--- config.mk ---
export PLATFORM = sky130hd
export DESIGN_NAME = piso_serializer
export DESIGN_NICKNAME = d
export VERILOG_FILES = /design/src/rtl/piso_serializer_pkg.sv /design/src/rtl/piso_hold_buf.sv /design/src/rtl/piso_serializer.sv
export SDC_FILE = /design/constraint.sdc
export NUM_CORES = 1
export LEC_CHECK = 0
export CORE_ASPECT_RATIO = 0.6
export CORE_UTILIZATION = 30
export CTS_CLUSTER_SIZE = 28
export DETAILED_ROUTE_END_ITERATION = 12
export GPL_ROUTABILITY_DRIVEN = 0
export SLEW_MARGIN = 40
export SYNTH_ARGS = -nofsm -noshare
export SYNTH_HDL_FRONTEND = slang
export SYNTH_SLANG_ARGS = --single-unit
--- constraint.sdc ---
create_clock -name clk -period 1.55 [get_ports clk]
set_input_delay 0.31 -clock clk [delete_from_list [all_inputs] [get_ports clk]]
set_output_delay 0.31 -clock clk [all_outputs]
set_load 0.01 [all_outputs]
--- src/rtl/piso_serializer_pkg.sv ---
// Shared definitions for the parallel-in/serial-out serializer.
// Holds the FSM encoding and the bit-counter width helper.
package piso_serializer_pkg;

  typedef enum logic {
    ST_IDLE  = 1'b0,
    ST_SHIFT = 1'b1
  } state_e;

  // Width of a counter that must reach w-1; never narrower than one bit.
  function automatic int unsigned cnt_width(input int unsigned w);
    return (w > 1) ? $clog2(w) : 1;
  endfunction

endpackage

--- src/rtl/piso_hold_buf.sv ---
// One-entry hold register with full flag, used to park the next word
// while the current word is still shifting out.
module piso_hold_buf #(
  parameter int unsigned WIDTH = 4
) (
  input  logic             clk,
  input  logic             rst,
  input  logic             load_i,
  input  logic             unload_i,
  input  logic [WIDTH-1:0] data_i,
  output logic [WIDTH-1:0] data_o,
  output logic             full_o
);

  logic [WIDTH-1:0] data_q;
  logic             full_q;

  always_ff @(posedge clk) begin
    if (rst) begin
      data_q <= '0;
      full_q <= 1'b0;
    end else if (load_i) begin
      data_q <= data_i;
      full_q <= 1'b1;
    end else if (unload_i) begin
      full_q <= 1'b0;
    end
  end

  assign data_o = data_q;
  assign full_o = full_q;

endmodule

--- src/rtl/piso_serializer.sv ---
// Parallel word to bit-serial converter with valid/ready on both sides.
// A one-word hold buffer lets consecutive words stream with no gap bits.
module piso_serializer
  import piso_serializer_pkg::*;
#(
  parameter int unsigned WIDTH     = 4,
  parameter bit          MSB_FIRST = 1'b1
) (
  input  logic             clk,
  input  logic             rst,
  input  logic [WIDTH-1:0] a,
  input  logic             a_valid,
  output logic             a_ready,
  output logic             sout,
  output logic             sout_valid,
  input  logic             sout_ready,
  output logic             sout_first,
  output logic             sout_last
);

  localparam int unsigned   CntW    = cnt_width(WIDTH);
  localparam logic [CntW-1:0] LastCnt = CntW'(WIDTH - 1);

  state_e           state_q;
  logic [WIDTH-1:0] shreg_q;
  logic [WIDTH-1:0] shift_d;
  logic [CntW-1:0]  cnt_q;
  logic [WIDTH-1:0] hold_data;
  logic             hold_full;
  logic             accept;
  logic             consume;
  logic             last_bit;
  logic             hold_load;
  logic             hold_unload;

  assign a_ready  = ~hold_full;
  assign accept   = a_valid & a_ready;
  assign consume  = sout_valid & sout_ready;
  assign last_bit = (cnt_q == LastCnt);

  // The hold slot only fills while a word is shifting and is not just finishing.
  assign hold_load   = (state_q == ST_SHIFT) & accept & ~(consume & last_bit);
  assign hold_unload = (state_q == ST_SHIFT) & consume & last_bit & hold_full;

  always_comb begin
    shift_d = MSB_FIRST ? {shreg_q[WIDTH-2:0], 1'b0} : {1'b0, shreg_q[WIDTH-1:1]};
  end

  always_ff @(posedge clk) begin
    if (rst) begin
      state_q <= ST_IDLE;
      shreg_q <= '0;
      cnt_q   <= '0;
    end else begin
      unique case (state_q)
        ST_IDLE: begin
          if (accept) begin
            shreg_q <= a;
            cnt_q   <= '0;
            state_q <= ST_SHIFT;
          end
        end
        ST_SHIFT: begin
          if (consume) begin
            if (!last_bit) begin
              shreg_q <= shift_d;
              cnt_q   <= cnt_q + CntW'(1);
            end else if (hold_full) begin
              shreg_q <= hold_data;
              cnt_q   <= '0;
            end else if (accept) begin
              shreg_q <= a;
              cnt_q   <= '0;
            end else begin
              cnt_q   <= '0;
              state_q <= ST_IDLE;
            end
          end
        end
        default: state_q <= ST_IDLE;
      endcase
    end
  end

  piso_hold_buf #(
    .WIDTH(WIDTH)
  ) u_hold_buf (
    .clk     (clk),
    .rst     (rst),
    .load_i  (hold_load),
    .unload_i(hold_unload),
    .data_i  (a),
    .data_o  (hold_data),
    .full_o  (hold_full)
  );

  assign sout_valid = (state_q == ST_SHIFT);
  assign sout       = MSB_FIRST ? shreg_q[WIDTH-1] : shreg_q[0];
  assign sout_first = sout_valid & (cnt_q == '0);
  assign sout_last  = sout_valid & last_bit;

endmodule

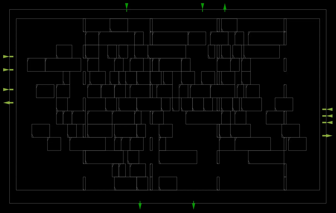
Fig. 1. Placed standard cells (run 1).
Seq cells: 12
Row Count: 13
Non-Filler Instances: 137
area of the core: 2210 sq um
Tapcells: 30

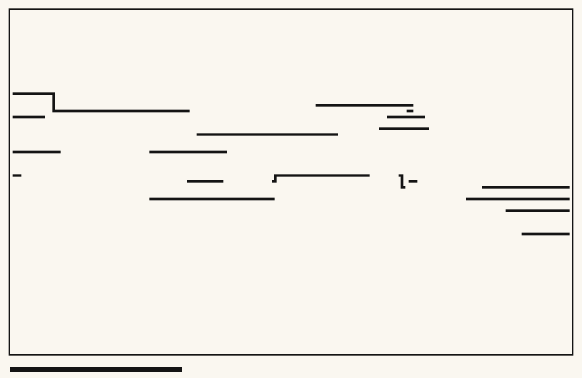
Fig. 2. Met3 routing (run 1).
The bar under the picture is 20 um long.
The wires run mostly horizontal. The longest straight run is 16.1 um. The layer holds 7.3% of the routed length.

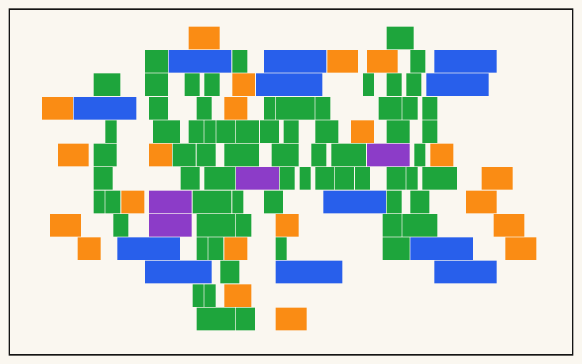
Fig. 3. Cell classes on the final placement (run 1).
Green marks all other logic, cells 70, share of their area 48%. Orange marks other buffers and delay cells, cells 21, share of their area 20%. Blue marks flops, cells 12, share of their area 26%. Purple marks clock drivers and dummy loads, cells 4, share of their area 5.9%.

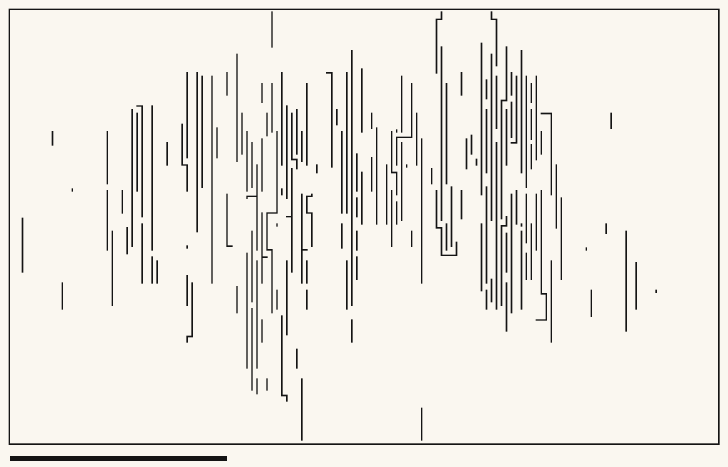
Fig. 4. Met2 routing (run 1).
The bar under the picture is 20 um long.
The layer holds 43% of the routed length. The layer carries 852 um of wire. The longest straight run is 23.5 um. The wires run mostly vertical. 101 nets have wire on it.

==> results.toml, run 1 <==
# flow metrics
[run_status]
status = "finished, final reports clean"

[cells_and_area]
nClkBuffers = 4
final-seq-area_sq_um = 244
final_util = 0.440
clock_area_frac = 0.0566

[power_and_ir_drop]
power.group.top = "clock"
power_frac_comb = 0.182
leakage_nw = 0.375
netSwitchingFraction = 0.256

[global_routing]
antenna_found_initial = 0
grt_util_met3 = 0.0653
grtUsageTotal = 0.172

[final_timing]
layout_worst_path_cycle_share = 0.974

[route]
viasPerCell = 5.31
drtIter0Drc = 37
antenna_left = 0

[clocking]
h-tree-depth = 1
root_buffer = "clkbuf_8"

[critical_path]
crit_path_end_kind = "flop"
critPathTopFamily = "buffers and inverters"
worstRegToRegCells = 5
path_cells = "clkdlybuf4s50_1, mux2_1, o2111ai_1, a31oi_1"
cp.depth = 4

[synthesis]
synth.cellmix.compoundShare = 0.200
postSynthSeqShare = 0.333
synth-edff-count = 0

[worst_hold_path]
hold-path-endpoint = "u_hold_buf.data_o[0]$_SDFFE_PP0P_"

[place]
dp.cells = 133
==> inputs of run 2 (changes only) <==
Settings changed: SKIP_LAST_GASP set to 1.
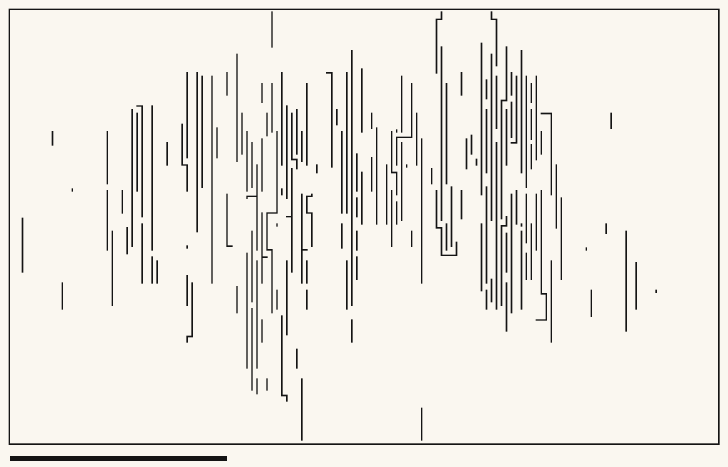
Fig. 5. Met2 routing (run 2).
The bar under the picture is 20 um long.
The wires run mostly vertical. The layer holds 43% of the routed length. 101 nets have wire on it. The longest straight run is 23.5 um.

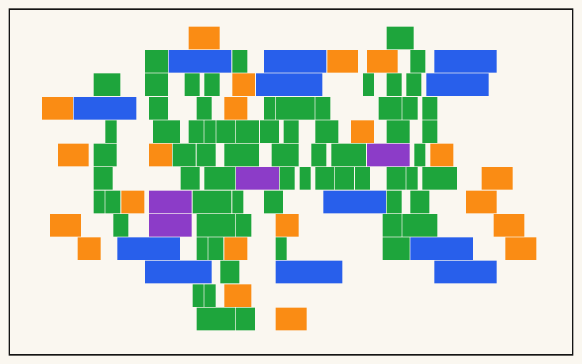
Fig. 6. Cell classes on the final placement (run 2).
Blue marks flops, cells 12, share of their area 26%. Orange marks other buffers and delay cells, cells 21, share of their area 20%. Green marks all other logic, cells 70, share of their area 48%. Purple marks clock drivers and dummy loads, cells 4, share of their area 5.9%.

==> run 2 against run 1 <==
Fmax unchanged. Global-route usage unchanged. Utilization unchanged. Wire length unchanged. Final area unchanged. Largest cell class unchanged. Largest power group unchanged.
==> results.toml, run 2 <==
# flow metrics
[critical_path]
worstRegToRegCells = 5
crit_path_end_kind = "flop"
critPathTopFamily = "buffers and inverters"
path_class = "in -> reg"
cp.depth = 4
path_cells = "clkdlybuf4s50_1, mux2_1, o2111ai_1, a31oi_1"

[cells_and_area]
stdcell_count = 137
nClkBuffers = 4
flops = 12
final-seq-area_sq_um = 244
final_util = 0.440
clock_area_frac = 0.0566
nonClkBufAreaFrac = 0.192

[die]
core_area_sq_um = 2210
rows = 13

[place]
dp.cells = 133
place_area_sq_um = 916

[clocking]
root_buffer = "clkbuf_8"

[power_and_ir_drop]
netSwitchingFraction = 0.256
power_frac_comb = 0.182
leakage_nw = 0.375

[route]
antenna_left = 0
drtIter0Drc = 37
viasPerCell = 5.31

[global_routing]
grtUsageTotal = 0.172
grt_use_met1 = 0.212
antenna_found_initial = 0

[run_status]
status = "finished, final reports clean"

[final_timing]
worstMarginPinSlew_ps = 284
layout_worst_path_cycle_share = 0.974

[synthesis]
synth.cellmix.compoundShare = 0.200
xor_share = 0
synth-edff-count = 0

[worst_hold_path]
hold-path-endpoint = "u_hold_buf.data_o[0]$_SDFFE_PP0P_"
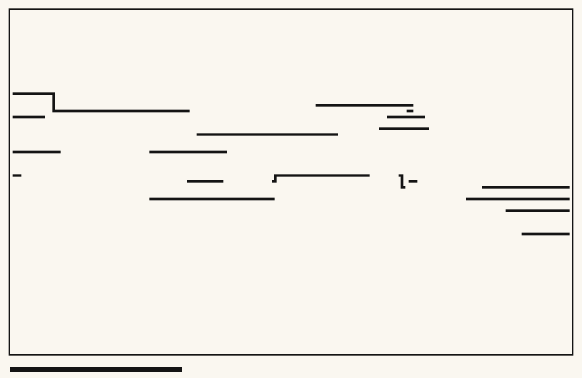
Fig. 7. Met3 routing (run 2).
The bar under the picture is 20 um long.
The wires run mostly horizontal. The layer holds 7.3% of the routed length. 16 nets have wire on it.

==> inputs of run 3 (changes only) <==
Settings changed: CTS_BUF_LIST set to sky130_fd_sc_hd__clkbuf_16, HOLD_SLACK_MARGIN set to 0.08, SYNTH_HIERARCHICAL set to 1.
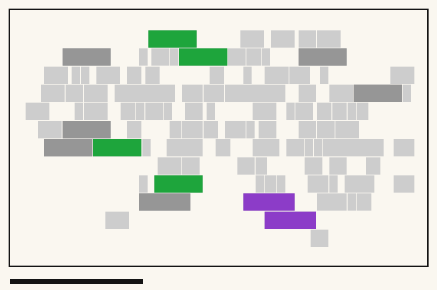
Fig. 8. Sequential cells grouped by signal name (run 3).
The bar under the picture is 20 um long.
Purple marks cnt_q, flops 2. Green marks shreg_q, flops 4.
Another 6 sequential cells are not coloured.

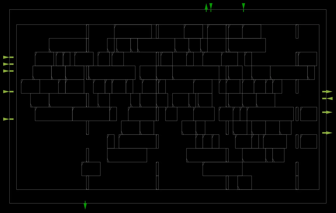
Fig. 9. Placed standard cells (run 3).
area of the core: 1950 sq um
Fill cells: 186
final core utilization: 0.489
Non-Filler Instances: 128
Tapcells: 28

==> run 3 against run 2 <==
Utilization up 4.9 points. Register-to-register slack worse by 70 ps. Flip-flop count unchanged. Fmax fell by 0.63%. Largest power group unchanged.
==> results.toml, run 3 <==
# flow metrics
[route]
vias = 606
antenna_left = 0
viasPerCell = 4.73
drtIter0Drc = 31

[synthesis]
synth-edff-count = 0
syn_inst = 76
postSynthSeqShare = 0.364
synth.cellmix.compoundShare = 0.216

[cells_and_area]
nClkBuffers = 3
nonClkBufAreaFrac = 0.210
flops = 12
stdcell_area_sq_um = 955
final-seq-area_sq_um = 244

[global_routing]
grt_util_met3 = 0.0744
antenna_found_initial = 0
grt_use_met1 = 0.205
grtUsageTotal = 0.151

[final_timing]
layout_worst_path_cycle_share = 0.981
worstMarginPinSlew_ps = 228

[run_status]
status = "finished, final reports clean"

[place]
dp.cells = 123
place_area_sq_um = 867

[critical_path]
max_stage_delay_ps = 340
path_class = "reg -> out"
worstRegToRegCells = 6
cp.depth = 4
critPathTopFamily = "flip-flops"

[power_and_ir_drop]
power_frac_comb = 0.163
power.group.top = "clock"
netSwitchingFraction = 0.234
seqPwrFrac = 0.349

[clocking]
h-tree-depth = 1
root_buffer = "clkbuf_16"

[worst_hold_path]
hold-path-endpoint = "cnt_q[1]$_SDFFE_PP0P_"

[die]
rows = 12
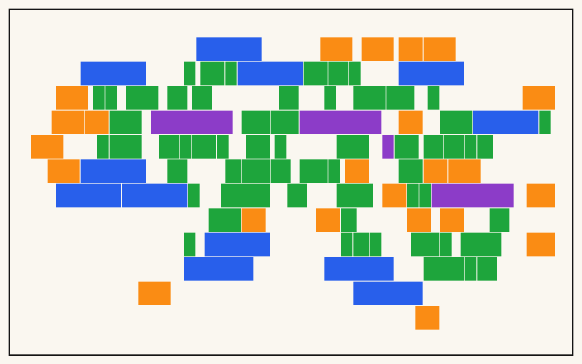
Fig. 10. Cell classes on the final placement (run 3).
Purple marks clock drivers and dummy loads, cells 4, share of their area 8.6%. Orange marks other buffers and delay cells, cells 23, share of their area 22%. Green marks all other logic, cells 61, share of their area 43%. Blue marks flops, cells 12, share of their area 27%.

No activity file was given, so power comes from the tool's default toggle rates.
